$ cat config.mk
export PLATFORM = sky130hd
export DESIGN_NAME = mem_line_arbiter
export DESIGN_NICKNAME = d
export VERILOG_FILES = /design/src/rtl/mem_line_arbiter_pkg.sv /design/src/rtl/mem_rr_grant.sv /design/src/rtl/mem_line_arbiter.sv
export SDC_FILE = /design/constraint.sdc
export NUM_CORES = 1
export LEC_CHECK = 0
export CAP_MARGIN = 20
export CORE_MARGIN = 4
export CORE_UTILIZATION = 46
export CTS_CLUSTER_SIZE = 20
export DETAILED_ROUTE_END_ITERATION = 8
export GPL_ROUTABILITY_DRIVEN = 0
export GPL_TIMING_DRIVEN = 0
export PLACE_DENSITY = 0.86
export SLEW_MARGIN = 20
export SYNTH_ARGS = -nofsm -noshare
export SYNTH_HDL_FRONTEND = slang
export SYNTH_HIERARCHICAL = 1
export SYNTH_SLANG_ARGS = --single-unit
$ cat constraint.sdc
create_clock -name clk -period 14.1 [get_ports clk]
set_clock_uncertainty 0.1 [all_clocks]
set_input_delay 2.82 -clock clk [delete_from_list [all_inputs] [get_ports clk]]
set_output_delay 2.82 -clock clk [all_outputs]
set_load 0.02 [all_outputs]
$ cat src/rtl/mem_line_arbiter_pkg.sv
// Shared constants and types for the cache-to-memory line arbiter.
package mem_line_arbiter_pkg;
  localparam int WORD_SIZE  = 16;
  localparam int LINE_WORDS = 4;
  localparam int LATENCY    = 4;

  typedef enum logic [1:0] {
    IDLE   = 2'd0,
    ACCESS = 2'd1,
    DONE   = 2'd2
  } state_e;

  localparam logic PORT_I = 1'b0;
  localparam logic PORT_D = 1'b1;

  typedef struct packed {
    logic                 port;
    logic                 write;
    logic [WORD_SIZE-1:0] addr;
  } grant_t;

  function automatic logic [WORD_SIZE-1:0] line_align(input logic [WORD_SIZE-1:0] a);
    return {a[WORD_SIZE-1:2], 2'b00};
  endfunction
endpackage

$ cat src/rtl/mem_rr_grant.sv
// Two-requester round-robin pick; last_grant only advances when the pick is taken.
module mem_rr_grant
  import mem_line_arbiter_pkg::*;
(
  input  logic clk,
  input  logic reset,
  input  logic i_req,
  input  logic d_req,
  input  logic take,
  output logic grant
);
  logic last_grant;

  always_comb begin
    grant = PORT_I;
    if (i_req && d_req) grant = ~last_grant;
    else if (d_req)     grant = PORT_D;
  end

  always_ff @(posedge clk or posedge reset) begin
    if (reset)     last_grant <= PORT_I;
    else if (take) last_grant <= grant;
  end
endmodule

$ cat src/rtl/mem_line_arbiter.sv
// Serialises I-cache fills and D-cache fills/write-backs onto one fixed-latency line port.
module mem_line_arbiter #(
  parameter int WORD_SIZE  = mem_line_arbiter_pkg::WORD_SIZE,
  parameter int LINE_WORDS = mem_line_arbiter_pkg::LINE_WORDS,
  parameter int LATENCY    = mem_line_arbiter_pkg::LATENCY
) (
  input  logic                            clk,
  input  logic                            reset,
  input  logic                            i_read,
  input  logic [WORD_SIZE-1:0]            i_addr,
  output logic [WORD_SIZE*LINE_WORDS-1:0] i_rdata,
  output logic                            i_done,
  input  logic                            d_read,
  input  logic                            d_write,
  input  logic [WORD_SIZE-1:0]            d_addr,
  input  logic [WORD_SIZE*LINE_WORDS-1:0] d_wdata,
  output logic [WORD_SIZE*LINE_WORDS-1:0] d_rdata,
  output logic                            d_done,
  output logic                            mem_read,
  output logic                            mem_write,
  output logic [WORD_SIZE-1:0]            mem_addr,
  output logic [WORD_SIZE*LINE_WORDS-1:0] mem_wdata,
  input  logic [WORD_SIZE*LINE_WORDS-1:0] mem_rdata
);
  import mem_line_arbiter_pkg::*;

  state_e                          state, state_nx;
  logic [2:0]                      count;
  grant_t                          req_q;
  logic [WORD_SIZE*LINE_WORDS-1:0] wdata_q, i_rdata_q, d_rdata_q;
  logic                            d_req, any_req, take, gnt_port, last_cyc;

  assign d_req    = d_read | d_write;
  assign any_req  = i_read | d_req;
  assign take     = (state == IDLE) && any_req;
  assign last_cyc = (state == ACCESS) && (count == 3'(LATENCY));

  mem_rr_grant u_rr (
    .clk   (clk),
    .reset (reset),
    .i_req (i_read),
    .d_req (d_req),
    .take  (take),
    .grant (gnt_port)
  );

  always_comb begin
    state_nx = state;
    case (state)
      IDLE:    if (any_req) state_nx = ACCESS;
      ACCESS:  if (last_cyc) state_nx = DONE;
      DONE:    state_nx = IDLE;
      default: state_nx = IDLE;
    endcase
  end

  always_ff @(posedge clk or posedge reset) begin
    if (reset) begin
      state     <= IDLE;
      count     <= 3'd0;
      req_q     <= '0;
      wdata_q   <= '0;
      i_rdata_q <= '0;
      d_rdata_q <= '0;
    end else begin
      state <= state_nx;
      if (take) begin
        // read+write together from D is treated as a write
        req_q <= '{port:  gnt_port,
                   write: (gnt_port == PORT_D) && d_write,
                   addr:  line_align(gnt_port == PORT_D ? d_addr : i_addr)};
        wdata_q <= d_wdata;
        count   <= 3'd1;
      end else if (last_cyc) begin
        count <= 3'd0;
        if (!req_q.write) begin
          if (req_q.port == PORT_I) i_rdata_q <= mem_rdata;
          else                      d_rdata_q <= mem_rdata;
        end
      end else if (state == ACCESS) begin
        count <= count + 3'd1;
      end
    end
  end

  assign mem_read  = (state == ACCESS) && !req_q.write;
  assign mem_write = (state == ACCESS) &&  req_q.write;
  assign mem_addr  = req_q.addr;
  assign mem_wdata = wdata_q;
  assign i_done    = (state == DONE) && (req_q.port == PORT_I);
  assign d_done    = (state == DONE) && (req_q.port == PORT_D);
  assign i_rdata   = i_rdata_q;
  assign d_rdata   = d_rdata_q;
endmodule

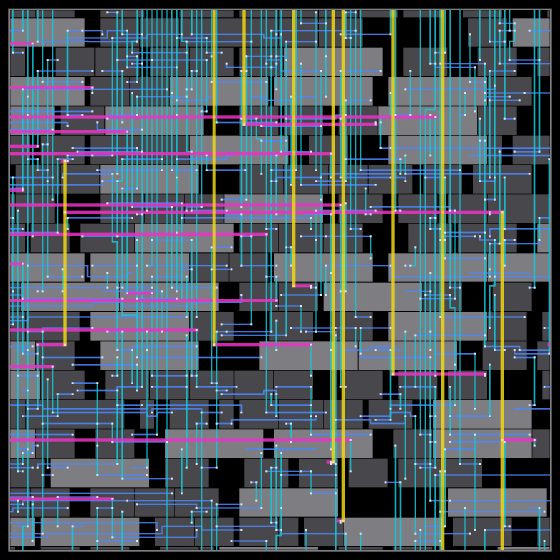
(images/zoom.png)
Region (11, 84) to (61, 134) um. Cells in grey, sequential cells in the stronger grey; small squares are vias.
[met3] magenta
[met2] cyan
[met1] blue
[met4] yellow
most frequent: clkdlybuf4s50_1 (57), dfrtp_1 (35), mux2_2 (30)
cells with their middle in the window: 135
sequential cells in the window: 35
netlist names of flops here include: mem_wdata (26), d_rdata (5), i_rdata (4)

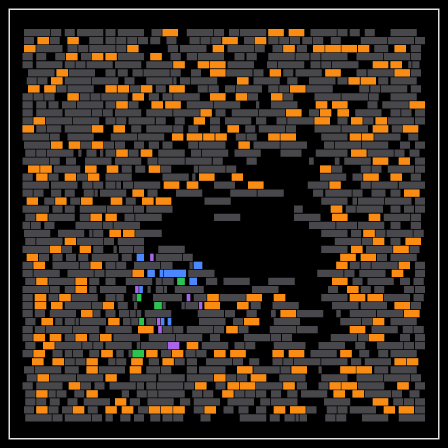
(images/gate_families.png)
[inverters] purple | cells: 7
[multiplexers] orange | cells: 222 | where: widely spread
[inverting AOI/OAI gates] green | cells: 5
[NOR gates] blue | cells: 9
final instance count without filler cells: 1154
fraction of standard cell area in multi-input logic: 21.71%
most used logic cell in the final layout: sky130_fd_sc_hd__clkdlybuf4s50_1

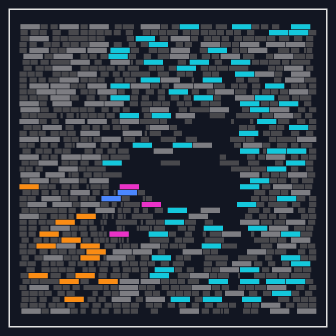
(images/registers.png)
Other sequential cells in the stronger grey, the rest of the logic in the fainter grey.
[d_rdata] cyan | placed flops: 64
[mem_addr] orange | placed flops: 14 | where: bottom left
[count] magenta | placed flops: 3
[state] blue | placed flops: 2
register area: 5355 um^2
final core area utilization: 74.12%
power consumed by sequential cells: 1110 uW
flop share of the area: 39.68%

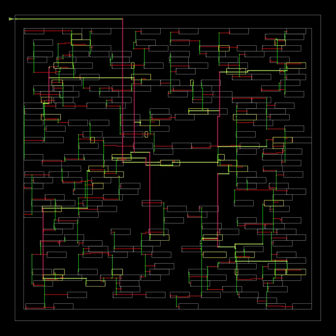
(images/final_clocks.png)
clock insertion delay at the later pin of the skew report: 0.51 ns
tally of clock buffers in the finished layout: 37

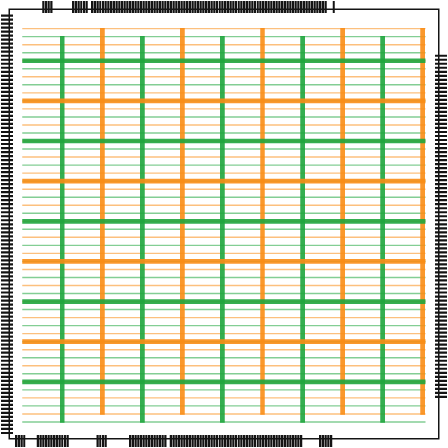
(images/pdn.png)
Pins as bars on the die edge.
[VDD] orange
[VSS] green
rows: 49
met1 rails: 50
signal pins: 377
core region area: 18210 um^2
die extent in y: 145.0 um

==> run notes <==
Quick summary of the implementation run below.

The flow ran to the end, and the final reports show no timing, DRC or antenna violations. The via count of the first global-routing pass was 6513. The proportion of layout cells with a drive suffix above 1 is 31.68%.

The quantity of I/O buffers inserted on ports is 370. The combinational power is 1710 uW. In this run the maximum-capacitance check reported violations numbering 0. The type recorded for the worst min-delay path is flip-flop to flip-flop.

The least setup slack across all paths after layout is 9.234 ns. The die area is 21040 um^2. The count of warnings emitted by yosys came out at 6. The clock group power is 624 uW. Counting every instance in the synthesized netlist gives 511. After global routing, the most crowded layer is met2.

Per the synthesis report, the XOR/XNOR share of the synthesized area is 0%. The largest fanout on the critical path came out at 9. The power density relative to cell area came out at 255.2 nW/um^2. The number of inverters outside the clock class in the layout is 7. The simple-gate portion of the synthesized area came out at 1.419%.

The number of enable-type register cells in the synthesized netlist is 0. In this run the most critical hold path is launched from d_rdata[34]. The final-stage net count is 1076.

The switching share of total power is 34.51%.
Power and IR drop assume default switching activity.
